<file path="src/rtl/split_arbiter.sv">
// Two-master bus arbiter in front of one split-capable slave.
// Alternating tie-break, split parking and resume-first arbitration; every output is registered.
module split_arbiter (
    input  logic clk_i,
    input  logic rst_i,
    input  logic m1_breq_i,
    input  logic m2_breq_i,
    input  logic s_split_i,
    input  logic s_ready_i,
    output logic m1_bgrant_o,
    output logic m2_bgrant_o,
    output logic m1_split_o,
    output logic m2_split_o,
    output logic split_grant_o,
    output logic msel_o,
    output logic bus_busy_o
);

    typedef enum logic [0:0] {StIdle, StBusy} state_e;

    // Master encoding used by owner/last_owner/split_owner/msel: 0 = master 1, 1 = master 2.
    localparam logic M1 = 1'b0;
    localparam logic M2 = 1'b1;

    state_e state_q, state_d;
    logic   owner_q, owner_d;
    logic   last_owner_q, last_owner_d;
    logic   split_pending_q, split_pending_d;
    logic   split_owner_q, split_owner_d;
    logic   m1_bgrant_q, m1_bgrant_d;
    logic   m2_bgrant_q, m2_bgrant_d;
    logic   m1_split_q, m1_split_d;
    logic   m2_split_q, m2_split_d;
    logic   split_grant_q, split_grant_d;
    logic   msel_q, msel_d;
    logic   bus_busy_q, bus_busy_d;

    logic owner_breq;
    logic m1_elig;
    logic m2_elig;
    logic resume;
    logic grant_valid;
    logic grant_who;
    logic split_take;

    // A master with a parked split may only come back through the resume path.
    assign m1_elig     = m1_breq_i & ~(split_pending_q & (split_owner_q == M1));
    assign m2_elig     = m2_breq_i & ~(split_pending_q & (split_owner_q == M2));
    assign resume      = split_pending_q & s_ready_i;
    assign grant_valid = resume | m1_elig | m2_elig;

    always_comb begin
        grant_who = M1;
        if (resume) begin
            grant_who = split_owner_q;
        end else if (m1_elig && m2_elig) begin
            grant_who = ~last_owner_q;
        end else if (m2_elig) begin
            grant_who = M2;
        end
    end

    assign owner_breq = (owner_q == M2) ? m2_breq_i : m1_breq_i;

    // A release in the same cycle as s_split wins; resumed grants cannot be split again.
    assign split_take = s_split_i & owner_breq & ~split_grant_q & ~split_pending_q;

    // State register
    always_ff @(posedge clk_i or posedge rst_i) begin
        if (rst_i) begin
            state_q         <= StIdle;
            owner_q         <= M1;
            last_owner_q    <= M2;
            split_pending_q <= 1'b0;
            split_owner_q   <= M1;
            m1_bgrant_q     <= 1'b0;
            m2_bgrant_q     <= 1'b0;
            m1_split_q      <= 1'b0;
            m2_split_q      <= 1'b0;
            split_grant_q   <= 1'b0;
            msel_q          <= 1'b0;
            bus_busy_q      <= 1'b0;
        end else begin
            state_q         <= state_d;
            owner_q         <= owner_d;
            last_owner_q    <= last_owner_d;
            split_pending_q <= split_pending_d;
            split_owner_q   <= split_owner_d;
            m1_bgrant_q     <= m1_bgrant_d;
            m2_bgrant_q     <= m2_bgrant_d;
            m1_split_q      <= m1_split_d;
            m2_split_q      <= m2_split_d;
            split_grant_q   <= split_grant_d;
            msel_q          <= msel_d;
            bus_busy_q      <= bus_busy_d;
        end
    end

    // Next-state logic
    always_comb begin
        state_d = state_q;
        unique case (state_q)
            StIdle: begin
                if (grant_valid) begin
                    state_d = StBusy;
                end
            end
            StBusy: begin
                if (!owner_breq || split_take) begin
                    state_d = StIdle;
                end
            end
        endcase
    end

    // Next values of the registered outputs and bookkeeping
    always_comb begin
        owner_d         = owner_q;
        last_owner_d    = last_owner_q;
        split_pending_d = split_pending_q;
        split_owner_d   = split_owner_q;
        m1_bgrant_d     = m1_bgrant_q;
        m2_bgrant_d     = m2_bgrant_q;
        m1_split_d      = m1_split_q;
        m2_split_d      = m2_split_q;
        split_grant_d   = split_grant_q;
        msel_d          = msel_q;
        bus_busy_d      = bus_busy_q;

        unique case (state_q)
            StIdle: begin
                if (grant_valid) begin
                    owner_d       = grant_who;
                    last_owner_d  = grant_who;
                    msel_d        = grant_who;
                    bus_busy_d    = 1'b1;
                    m1_bgrant_d   = (grant_who == M1);
                    m2_bgrant_d   = (grant_who == M2);
                    split_grant_d = resume;
                    if (resume) begin
                        split_pending_d = 1'b0;
                        if (split_owner_q == M1) begin
                            m1_split_d = 1'b0;
                        end else begin
                            m2_split_d = 1'b0;
                        end
                    end
                end
            end
            StBusy: begin
                if (!owner_breq) begin
                    m1_bgrant_d   = 1'b0;
                    m2_bgrant_d   = 1'b0;
                    split_grant_d = 1'b0;
                    bus_busy_d    = 1'b0;
                end else if (split_take) begin
                    split_pending_d = 1'b1;
                    split_owner_d   = owner_q;
                    m1_bgrant_d     = 1'b0;
                    m2_bgrant_d     = 1'b0;
                    bus_busy_d      = 1'b0;
                    if (owner_q == M1) begin
                        m1_split_d = 1'b1;
                    end else begin
                        m2_split_d = 1'b1;
                    end
                end
            end
        endcase
    end

    assign m1_bgrant_o   = m1_bgrant_q;
    assign m2_bgrant_o   = m2_bgrant_q;
    assign m1_split_o    = m1_split_q;
    assign m2_split_o    = m2_split_q;
    assign split_grant_o = split_grant_q;
    assign msel_o        = msel_q;
    assign bus_busy_o    = bus_busy_q;

endmodule

</file>
<file path="config.mk">
export PLATFORM = sky130hd
export DESIGN_NAME = split_arbiter
export DESIGN_NICKNAME = d
export VERILOG_FILES = /design/src/rtl/split_arbiter.sv
export SDC_FILE = /design/constraint.sdc
export NUM_CORES = 1
export LEC_CHECK = 0
export ABC_AREA = 0
export CAP_MARGIN = 20
export CORE_AREA = 2 2 39 41
export DETAILED_ROUTE_END_ITERATION = 16
export DIE_AREA = 0 0 41 43
export GPL_ROUTABILITY_DRIVEN = 0
export HOLD_SLACK_MARGIN = 0.12
export PLACE_DENSITY = 0.7
export SLEW_MARGIN = 10
export SYNTH_ARGS = -nofsm -noshare
export SYNTH_HDL_FRONTEND = slang
export SYNTH_SLANG_ARGS = --single-unit
</file>
<file path="constraint.sdc">
create_clock -name clk_i -period 1.9 [get_ports clk_i]
set_clock_uncertainty 0.2 [all_clocks]
set_input_delay 0.38 -clock clk_i [delete_from_list [all_inputs] [get_ports clk_i]]
set_output_delay 0.38 -clock clk_i [all_outputs]
set_load 0.02 [all_outputs]
</file>
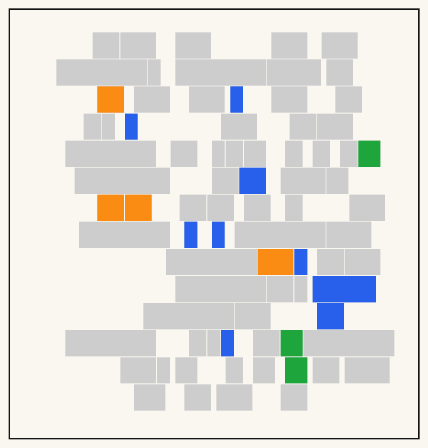
Figure 1: run 1, gate families picked out.
Orange is AND-OR and OR-AND gates, cells 4, most used o21a_1. Blue is NAND gates, cells 9, most used nand2_1. Green is AND and OR gates, cells 3.

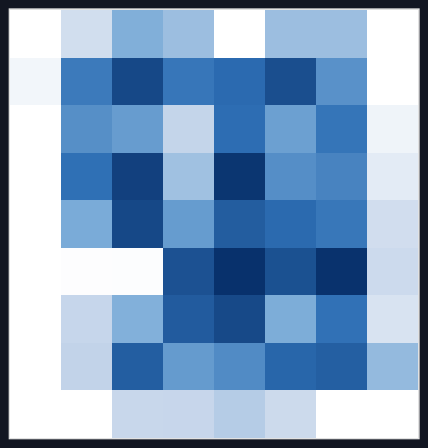
Figure 2: run 1, placement density heat map.
The die is cut into 8 by 9 equal tiles; white is low, dark blue is high, 0 to 100% covered.
22% of the tiles are nearly empty. The emptiest ninth of the die: bottom left. 25% of the tiles are over 75% full. The fullest tile reaches 100%. The densest ninth of the die: middle.

==> impl_table.tex, run 1 <==
% Table of physical implementation metrics
\begin{tabular}{lr}
\hline
Metric & Value \\
\hline
\multicolumn{2}{l}{\textbf{Detailed routing}} \\
Total routed wirelength & 1.21 mm \\
Residual DRC & 0 \\
Met3 layer wire length in the routed design & 30 µm \\
\multicolumn{2}{l}{\textbf{Logic synthesis}} \\
Top cells by count, synth & dfrtp\_1, nand2\_1, o21ai\_0 \\
Post-Synthesis Cells & 54 \\
Seq share, synth & 48.6\% \\
Area fraction in and, or, nand and nor cells & 21.3\% \\
Share of synthesized area spent on multiplexers & under 10\% \\
Post-synthesis share of cell area spent on full adders, half adders and majority gates & 0\% \\
Share of synthesized registers carrying an async set or reset & 100\% \\
Fraction of the mapped netlist area in compound gates & 17.8\% \\
Largest area contributor in the netlist & dfrtp\_1 \\
Most common cell in the netlist & dfrtp\_1 \\
Synth top area cells & dfrtp\_1, mux2i\_1, dfstp\_2, o21ai\_0, nand2\_1 \\
\multicolumn{2}{l}{\textbf{GRT}} \\
Initial antenna violation count & 0 \\
First-pass GRT wire length & about 1.9 mm \\
\multicolumn{2}{l}{\textbf{Cells and area}} \\
Num sequential & 11 \\
Diodes inserted & 0 \\
Fraction of area in registers & roughly 34\% \\
Clock buf/inv share & 3.27\% \\
Layout overhead on the synthesized area & 41.3\% \\
Clock buf count & 4 \\
Cell class with the largest area share & combinational gates \\
Non-clock inverter count & 4 \\
Share of layout cells above drive strength 1 & a little under a quarter \\
Multi-input logic area & 278 µm² \\
\multicolumn{2}{l}{\textbf{Final timing}} \\
Tmin final & $\sim$1.8 ns \\
Unrepaired setup endpoints after global routing & no \\
Number of hold-slack violations in the final timing report & 0 \\
Final max-slew violation count & 0 \\
\multicolumn{2}{l}{\textbf{Placement}} \\
Setup WS pre-CTS & -0.146 ns \\
Port-buffer cells & 12 \\
\multicolumn{2}{l}{\textbf{Floorplanning}} \\
Well-Tap Cells & 16 \\
\# IOs & 13 \\
\multicolumn{2}{l}{\textbf{Run status}} \\
Outcome & finished, final reports clean \\
\multicolumn{2}{l}{\textbf{Power and ir drop}} \\
Internal power of the cells & 801 µW \\
Clock group share of total power & 12.5\% \\
\multicolumn{2}{l}{\textbf{Setup path}} \\
Worst path max stage delay & 0.61 ns \\
Buffer and inverter count on the worst path & 1 \\
Crit path kind & reg -> out \\
Worst r2r dst & m1\_split\_o \\
Worst Setup End Kind & primary output \\
Origin of the critical flop-to-flop path & split\_grant\_o \\
Flop2flop setup slack & 0.26 ns \\
\multicolumn{2}{l}{\textbf{Clock tree}} \\
Clock tree from TritonCTS & done \\
Clock network latency to the later pin of the worst-skew pair & 0.28 ns \\
Quantity of hold-fixing buffers added after cts & 0 \\
\hline
\end{tabular}
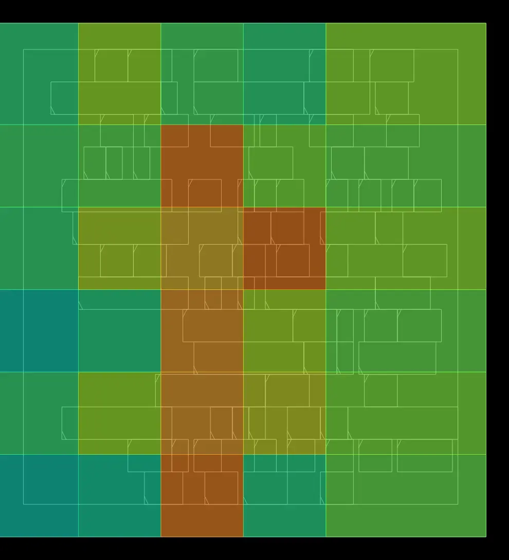
Figure 3: run 1, routing congestion map.
most congested layer reported by global routing: met2
global-route met1 utilization: 21.5%
global-route total usage across every layer: 16.7%
post-detailed-route wirelength per cell: 12.7 µm
Layout Utilization: 58.1%

[run 1: per-stage QoR]
step	hold slack, ns	TNS [ns]	power, mW
2_1_floorplan	0.0317	0	0.852
3_3_place_gp	0.261	-0.366	1.16
3_5_place_dp	0.264	-0.594	1.17
4_1_cts	0.193	0	1.33
5_1_grt	0.232	0	1.42
6_report	0.184	0	1.32
[run 1: power groups by stage]
stage / sequential (mW) / clock, mW / combinational, mW
final: 0.465 / 0.164 / 0.686
after floorplan: 0.544 / 0 / 0.307
after detailed placement: 0.473 / 0 / 0.698
after global routing: 0.485 / 0.181 / 0.749
after CTS: 0.468 / 0.170 / 0.694
after global placement: 0.470 / 0 / 0.689
[run 1: worst reg2reg max path: stages (launching register included)]
cell	delay [ns]
dfrtp_1	0.41
nor3b_2	0.29
nand3_4	0.11
and3_1	0.19
or3_1	0.33
==> run 2: changes to the inputs <==
--- a/config.mk
+++ b/config.mk
@@ -11,7 +11,7 @@
 export DETAILED_ROUTE_END_ITERATION = 16
 export DIE_AREA = 0 0 41 43
 export GPL_ROUTABILITY_DRIVEN = 0
-export HOLD_SLACK_MARGIN = 0.12
+export HOLD_SLACK_MARGIN = 0.06
 export PLACE_DENSITY = 0.7
 export SLEW_MARGIN = 10
 export SYNTH_ARGS = -nofsm -noshare
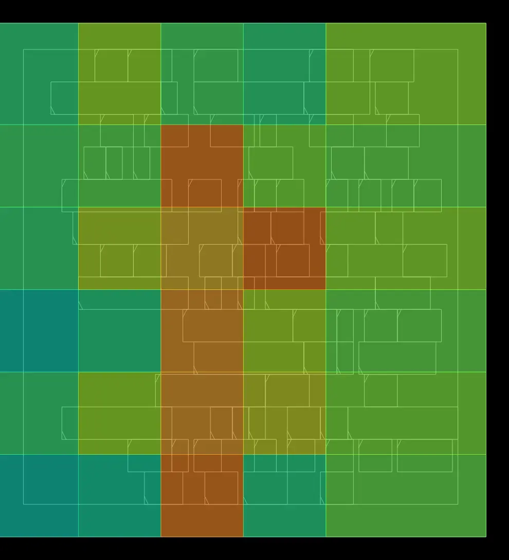
Figure 4: run 2, routing congestion map.
met3 Track Usage GR: 3.14%
global-route track usage on met2: 22.8%

==> run 2 against run 1 <==
  * Final area stayed put
  * Highest routed layer unchanged
  * Largest power group unchanged
  * Clock-buffer cell count stayed put
  * Sequential cell count stayed put
  * Maximum frequency stayed put
  * Setup slack stayed put
  * Register-to-register slack hardly changed
  * Critical path type unchanged
  * Combinational power hardly changed
  * Area after synthesis stayed put
  * First-iteration DRC count stayed put
  * Via count stayed put
  * Total power stayed put
==> impl_table.tex, run 2 <==
% Table of physical implementation metrics
\begin{tabular}{lr}
\hline
Metric & Value \\
\hline
\multicolumn{2}{l}{\textbf{Cells and area}} \\
Diodes inserted & 0 (unchanged) \\
Share of layout cells above drive strength 1 & 22.8\% (unchanged) \\
Multi-input logic area & 278 µm² (unchanged) \\
Clock buf/inv share & 3.27\% (unchanged) \\
Num sequential & 11 (unchanged) \\
Non-clock inverter count & 4 (unchanged) \\
Clock buf count & 4 (unchanged) \\
\multicolumn{2}{l}{\textbf{Final timing}} \\
Worst Hold Slack & 0.184 ns (unchanged) \\
Unrepaired setup endpoints after global routing & no \\
Setup TNS Final & 0 ns (unchanged) \\
Final max-slew violation count & 0 (unchanged) \\
Number of hold-slack violations in the final timing report & 0 (unchanged) \\
Tmin final & 1.83 ns (unchanged) \\
\multicolumn{2}{l}{\textbf{Logic synthesis}} \\
Synth top area cells & dfrtp\_1, mux2i\_1, dfstp\_2, o21ai\_0, nand2\_1 \\
Largest area contributor in the netlist & dfrtp\_1 \\
Top cells by count, synth & dfrtp\_1, nand2\_1, o21ai\_0 \\
Fraction of the mapped netlist area in compound gates & 17.8\% (unchanged) \\
Most common cell in the netlist & dfrtp\_1 \\
Post-Synthesis Cells & 54 (unchanged) \\
Post-synthesis share of cell area spent on full adders, half adders and majority gates & 0\% (unchanged) \\
Seq share, synth & 48.6\% (unchanged) \\
\multicolumn{2}{l}{\textbf{Power and ir drop}} \\
Power dissipated in combinational cells & 686 µW (about the same) \\
Total chip power & 1.32 mW (unchanged) \\
Clk power & 164 µW (about the same) \\
Clock group share of total power & 12.5\% (about the same) \\
Power drawn by the sequential cells & 465 µW (about the same) \\
\multicolumn{2}{l}{\textbf{Clock tree}} \\
Clock network latency to the later pin of the worst-skew pair & 0.28 ns (about the same) \\
Quantity of hold-fixing buffers added after cts & 0 (unchanged) \\
Clock tree from TritonCTS & done \\
\multicolumn{2}{l}{\textbf{Detailed routing}} \\
Residual DRC & 0 (unchanged) \\
Met3 layer wire length in the routed design & 30 µm (unchanged) \\
Post-detailed-route wirelength per cell & 12.7 µm (unchanged) \\
\multicolumn{2}{l}{\textbf{GRT}} \\
Initial antenna violation count & 0 (unchanged) \\
Global-route met1 utilization & 21.5\% (unchanged) \\
Global-route total usage across every layer & 16.7\% (unchanged) \\
Most congested layer reported by global routing & met2 \\
First-pass GRT wire length & 1.89 mm (unchanged) \\
\multicolumn{2}{l}{\textbf{Floorplanning}} \\
\# IOs & 13 (unchanged) \\
\multicolumn{2}{l}{\textbf{Placement}} \\
Port-buffer cells & 12 (unchanged) \\
Setup WS pre-CTS & -0.146 ns (unchanged) \\
\multicolumn{2}{l}{\textbf{Setup path}} \\
Crit path kind & reg -> out \\
Buffer and inverter count on the worst path & 1 (unchanged) \\
Worst Setup End Kind & primary output \\
\multicolumn{2}{l}{\textbf{Run status}} \\
Outcome & finished, final reports clean \\
\hline
\end{tabular}
[run 2: cell counts in the layout (fill, tap and decap cells not counted)]
No cell type changed its count.
[run 2: how the worst max path moves through the flow]
stage	startpoint	endpoint	slack, ns	cells after the start
after global routing	m1_split_o	m1_split_o	0.04	1
final	m1_split_o	m1_split_o	0.07	1
after detailed placement	s_split_i	m1_split_o	-0.15	5
after global placement	s_split_i	m1_split_o	-0.12	5
after floorplan	split_grant_o	m1_split_o	0.17	4
after CTS	split_grant_o	split_grant_o	0.01	1
[run 2: cell families (layout without fill, tap and decap cells)]
| kind of cell | count (synthesis) | in the layout |
|---|---|---|
| AND-OR/OR-AND | 15 | 15 |
| AND/OR/NAND/NOR | 19 | 19 |
| multiplexers | 5 | 5 |
| buffers and inverters | 4 | 29 |
| flip-flops | 11 | 11 |
No activity file was given, so power comes from the tool's default toggle rates.
